Run 1, the clock network:
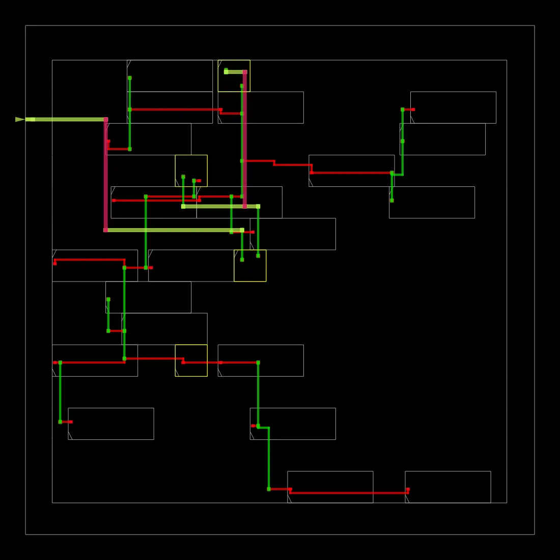
Run 1, cell density map:
Drawn at 8 px/um. 9 x 9 tiles, from black (low) to pale yellow (high), 0 to 100% covered.
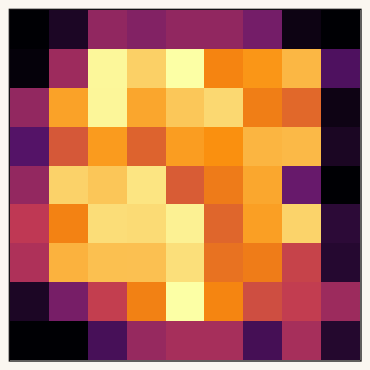
Run 1, ports around the boundary:
Drawn at 8 px/um. Pins as bars across the die edge, other pins in gray.
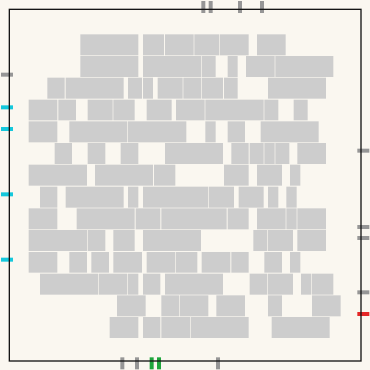
==> config.mk <==
export PLATFORM = sky130hd
export DESIGN_NAME = clk_switch_ctrl_flat
export DESIGN_NICKNAME = d
export VERILOG_FILES = /design/src/rtl/clk_switch_ctrl_if.sv /design/src/rtl/clk_switch_ctrl.sv /design/src/flat_wrapper.sv
export SDC_FILE = /design/constraint.sdc
export NUM_CORES = 1
export LEC_CHECK = 0
export CAP_MARGIN = 5
export CORE_MARGIN = 2
export CORE_UTILIZATION = 54
export CTS_BUF_LIST = sky130_fd_sc_hd__clkbuf_4 sky130_fd_sc_hd__clkbuf_8
export CTS_CLUSTER_SIZE = 8
export DETAILED_ROUTE_END_ITERATION = 6
export GPL_TIMING_DRIVEN = 0
export PLACE_DENSITY_LB_ADDON = 0.3
export SLEW_MARGIN = 20
export SYNTH_ARGS = -nofsm -noshare
export SYNTH_HDL_FRONTEND = slang
export SYNTH_SLANG_ARGS = --single-unit
==> constraint.sdc <==
create_clock -name clk -period 3.4 [get_ports clk]
set_clock_uncertainty 0.15 [all_clocks]
set_input_delay 0.68 -clock clk [delete_from_list [all_inputs] [get_ports clk]]
set_output_delay 0.68 -clock clk [all_outputs]
set_load 0.01 [all_outputs]
==> results_slide.txt, run 1 <==
Implementation Results

Route
  • Met2 wire length: 760 um
  • Top layer in use: met4
  • DRT Pass-1 Iters: 4
  • Drt drc: 0
  • Routed Wire Length: around 1600 um

Floorplan
  • Site Rows: 14

Power
  • IR drop worst, VDD: between 0.0002 and 0.0003 V
  • Top pwr grp: sequential cells
  • Comb pwr share: ~17%
  • P_seq: ~0.27 mW

Final layout
  • Seq cells: 21
  • Inverters, non-clock: 2
  • Logic area: slightly above 400 um^2
  • Fill count: about 120
  • P&R area growth vs syn: 25.8%
  • Final Instance Area: 1070 um^2
  • Fraction of layout cells with a size suffix above 1: 8.65%
  • Multi-In Gates: around 55
  • Most instantiated logic cells after routing: 21 x dfxtp_1, 17 x clkdlybuf4s50_1, 9 x nor2b_1
  • Clkbuf count: 4
  • Largest class: registers

Clock network
  • Clk sink count: 21
  • Clock buffer depth: 2
  • Clock transition at the registers of the reported paths: 0.11 ns

Synth
  • Seq/Total Area, Yosys: 49.2%
  • Yosys stat area: 855 um^2
  • Dominant cell area share: around half
  • Synth top area cells: dfxtp_1 49%, nor2b_1 6.6%, mux4_2 5.3%, mux2i_1 4.7%, nand2b_1 4.4%
  • Synth Area in Compound Gates: 9.37%
  • FF+latch count, synth: 21
  • Post-synth EDFFs: 0
  • Top logic family: simple AND/OR/NAND/NOR gates
  • Post-Syn Nets: 92
  • Simple-Gate Area Share: around a quarter
  • Top post-synthesis cells by count: 21 x dfxtp_1, 9 x nor2b_1, 6 x nand2b_1
  • Count of different cell masters after synthesis: 28
  • Mux area share: 9.96%
  • Synth Warn #: 0
  • Synth Area in Adders: 0%

Global routing
  • Pin count of the biggest net entering global routing: 12
  • Number of global-route vias before repair: slightly above 600
  • GR Util met1: between 20% and 30%
  • Met2 GRT Util: 29.1%
  • Initial antenna violation count: 0
  • Met3 Track Usage GR: 5.00%

Placed design
  • Placer Congestion: roughly 0.76
  • Placed insts: approximately 120

Outcome
  • Status: completed

Run
  • Max Cap Viol: 0
  • Stage-log warning count: 26

Worst setup path
  • Worst path slowest cell: clkdlybuf4s50_1
  • Critical Path RT: between 2 and 3 ns
  • Crit. path cell count: 3
  • CP bufs+invs: 2
  • Worst R2R Path Depth: 3
  • WS Path Type: register to primary output

Min path
  • Min-delay worst type: register to register

STA
  • TNS Setup: 0 ns
  • F_max: between 400 and 500 MHz
  • Hold Fails Final Rpt: 0
## Picture notes: 'the clock network'
clk pwr: 0.122 mW
number of buffers created by CTS: 3

## Picture notes: 'cell density map'
tiles over 75% full: 36%
fullest tile: 100%
mean over tiles: 55%
fp util: 57.4%
core area: 1490 um^2
Final Util: 72.2%

## Picture notes: 'ports around the boundary'
legend:
  green:
    port: `bus_cur_sel`
    pins: 2
    direction: output
    edge: bottom
  cyan:
    port: `bus_gate_ack`
    pins: 4
    direction: input
    edge: left
  red:
    port: `bus_err`
    pins: 1
    direction: output
    edge: right
all pins by edge: 5 right, 5 bottom, 5 left, 4 top
PortBufs: 17
Die Wd: 43.8 um
DIE HEIGHT: 43.8 um

==> inputs of run 2 (changes only) <==
--- a/config.mk
+++ b/config.mk
@@ -7,7 +7,7 @@
 export LEC_CHECK = 0
 export CAP_MARGIN = 5
 export CORE_MARGIN = 2
-export CORE_UTILIZATION = 54
+export CORE_UTILIZATION = 46
 export CTS_BUF_LIST = sky130_fd_sc_hd__clkbuf_4 sky130_fd_sc_hd__clkbuf_8
 export CTS_CLUSTER_SIZE = 8
 export DETAILED_ROUTE_END_ITERATION = 6
==> constraint.sdc (replaced) <==
create_clock -name clk -period 2.1 [get_ports clk]
set_clock_uncertainty 0.15 [all_clocks]
set_input_delay 0.42 -clock clk [delete_from_list [all_inputs] [get_ports clk]]
set_output_delay 0.42 -clock clk [all_outputs]
set_load 0.01 [all_outputs]
==> results_slide.txt, run 2 <==
Implementation Results

Final layout
  • Fill count: 165
  • Fraction of layout cells with a size suffix above 1: under 10%
  • Logic area: 403 um^2
  • Final Util: between 60% and 70%
  • Largest class: registers
  • Clkbuf count: 3

Worst setup path
  • CP bufs+invs: 1
  • Worst path slowest cell: clkdlybuf4s50_1
  • WS Path Type: register to primary output

Route
  • Met2 wire length: around 740 um
  • Drt drc: 0

Synth
  • Synth top area cells: dfxtp_1 49%, nor2b_1 6.6%, mux4_2 5.3%, mux2i_1 4.7%, nand2b_1 4.4%
  • Top logic family: simple AND/OR/NAND/NOR gates
  • Post-synth EDFFs: 0
  • Seq/Total Area, Yosys: between 40 and 50%
  • Dominant cell area share: approximately half
  • FF+latch count, synth: 21
  • Top post-synthesis cells by count: 21 x dfxtp_1, 9 x nor2b_1, 6 x nand2b_1
  • Simple-Gate Area Share: about a quarter
  • Synth Warn #: 0

Global routing
  • Initial antenna violation count: 0
  • GR Util met1: 20.6%
  • Met3 Track Usage GR: about 3.5%

Clock network
  • Clk sink count: 21
  • Clock buffer depth: 2
  • Clock transition at the registers of the reported paths: 0.11 ns

Power
  • Clk pwr: 0.193 mW
  • Comb pwr share: roughly 16%
  • P_seq: 0.446 mW

Min path
  • Min-delay worst type: register to register

Floorplan
  • DIE HEIGHT: around 47 um
  • Die Wd: between 40 and 50 um
  • Fp util: 49.0%

Placed design
  • PortBufs: 17

STA
  • Hold Fails Final Rpt: 0
  • F_max: approximately 530 MHz

Outcome
  • Status: completed

Run
  • Max Cap Viol: 0
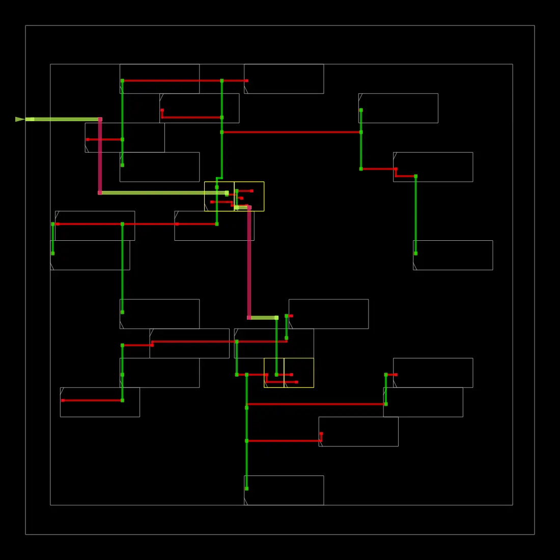
Run 2: the clock network
Late-Pin Clk Latency: 0.30 ns
Seq cells: 21

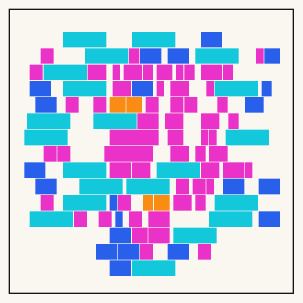
Run 2: placement by cell class
Drawn at 6 px/um.
legend:
  cyan:
    class: flops
    cells: 21
    share_of_their_area: 40%
  magenta:
    class: combinational and other logic
    cells: 57
    share_of_their_area: 39%
  orange:
    class: clock drivers and dummy loads
    cells: 4
    share_of_their_area: 2.6%
  blue:
    class: other buffers and delay cells
    cells: 21
    share_of_their_area: 18%
Site Rows: 15
sequential share of cell area: 39.0%
core area: 1750 um^2

==> inputs of run 3 (changes only) <==
--- a/config.mk
+++ b/config.mk
@@ -6,9 +6,9 @@
 export NUM_CORES = 1
 export LEC_CHECK = 0
 export CAP_MARGIN = 5
-export CORE_MARGIN = 2
 export CORE_UTILIZATION = 46
 export CTS_BUF_LIST = sky130_fd_sc_hd__clkbuf_4 sky130_fd_sc_hd__clkbuf_8
+export CTS_CLUSTER_DIAMETER = 150
 export CTS_CLUSTER_SIZE = 8
 export DETAILED_ROUTE_END_ITERATION = 6
 export GPL_TIMING_DRIVEN = 0
==> results_slide.txt, run 3 <==
Implementation Results

Final layout
  • Final Instance Area: approximately 1100 um^2
  • Largest class: registers
  • Sequential share of cell area: 38.8%
  • Multi-In Gates: roughly 55
  • Fill count: 155
  • Seq cells: 21
  • Logic area: just over 400 um^2
  • Clkbuf count: 4
  • Final Non-Filler Cells: about 130
  • Fraction of layout cells with a size suffix above 1: under 10%
  • Most instantiated logic cells after routing: 21 x dfxtp_1, 16 x clkdlybuf4s50_1, 9 x nor2b_1
  • Inverters, non-clock: 2
  • P&R area growth vs syn: 26.9%

Power
  • IR drop worst, VDD: 0.000488 V
  • Switch Pwr: around 0.19 mW
  • Clk pwr: about 0.20 mW
  • Top pwr grp: sequential cells
  • Comb pwr share: 15.8%
  • P_seq: roughly 0.45 mW

Global routing
  • Total grt overflow: 0
  • Met2 GRT Util: 28.1%
  • Met3 Track Usage GR: under 10%
  • Number of global-route vias before repair: around 600
  • Initial antenna violation count: 0
  • GR Util met1: between 20% and 30%

Synth
  • Simple-Gate Area Share: between 20% and 30%
  • Mux area share: under 10%
  • Top logic family: simple AND/OR/NAND/NOR gates
  • Seq/Total Area, Yosys: 49.2%
  • Post-synth EDFFs: 0
  • FF+latch count, synth: 21
  • Count of different cell masters after synthesis: 28
  • Dominant cell area share: about half
  • Synth Area in Compound Gates: 9.37%
  • Yosys stat area: roughly 850 um^2
  • Cells after Synth: 83
  • Post-Syn Nets: just over 90
  • Top post-synthesis cells by count: 21 x dfxtp_1, 9 x nor2b_1, 6 x nand2b_1
  • Synth Area in Adders: 0%
  • Top cell type by instance count after synthesis: dfxtp_1
  • Synth top area cells: dfxtp_1 49%, nor2b_1 6.6%, mux4_2 5.3%, mux2i_1 4.7%, nand2b_1 4.4%

Worst setup path
  • CP bufs+invs: 1
  • Critical Path RT: between 1.5 and 2 ns
  • Crit. path cell count: 1
  • Worst path slowest cell: clkdlybuf4s50_1
  • WS Path Type: register to primary output
  • Startpoint Class: register
  • Worst R2R Path Depth: 3

Placed design
  • Placed insts: about 130
  • PortBufs: 17
  • Placer Congestion: between 0.8 and 0.9

Floorplan
  • I/O Pins: 19
  • DIE HEIGHT: between 40 and 50 um
  • Die Wd: 45.1 um
  • Site Rows: 15

Clock network
  • Clock buffer depth: 2
  • Clk sink count: 21
  • # H-tree levels: 1
  • CTS Root Cell: clkbuf_4
  • Clock transition at the registers of the reported paths: around 0.11 ns
  • Late-Pin Clk Latency: about 0.3 ns
  • Number of buffers created by CTS: 3

Route
  • Drt drc: 0
  • DRT Pass-1 Iters: 6
  • Met2 wire length: a little under 800 um
  • Top layer in use: met4

STA
  • F_max: approximately 530 MHz
  • Hold Fails Final Rpt: 0
  • TNS Setup: 0 ns
  • Unrepaired setup endpoints after global routing: no

Run
  • Max Cap Viol: 0
  • Stage-log warning count: 26

Outcome
  • Status: completed
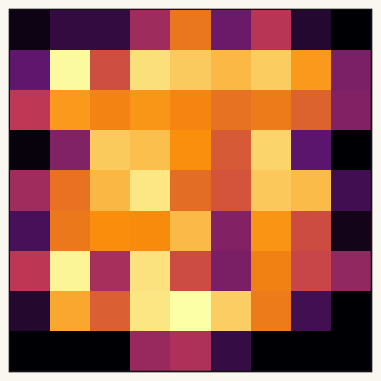
Run 3: cell density map
Drawn at 8 px/um. 9 x 9 tiles, from black (low) to pale yellow (high), 0 to 100% covered.
tiles over 75% full: 31%
fullest tile: 100%
nearly empty tiles: 11%
mean over tiles: 52%
emptiest ninth of the die: bottom right
core area: 1730 um^2
Final Util: 62.8%
fp util: 49.5%

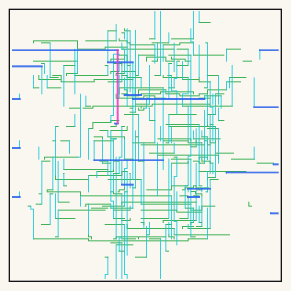
Run 3: signal wires by layer
Drawn at 6 px/um.
legend:
  cyan:
    layer: metal 2
    wire_length: 781 um
  green:
    layer: metal 1
    wire_length: 669 um
  magenta:
    layer: metal 4
    wire_length: 12.2 um
  blue:
    layer: metal 3
    wire_length: 81.0 um
total number of vias: 692
Routed Wire Length: 1540 um

No activity file was given, so power comes from the tool's default toggle rates.
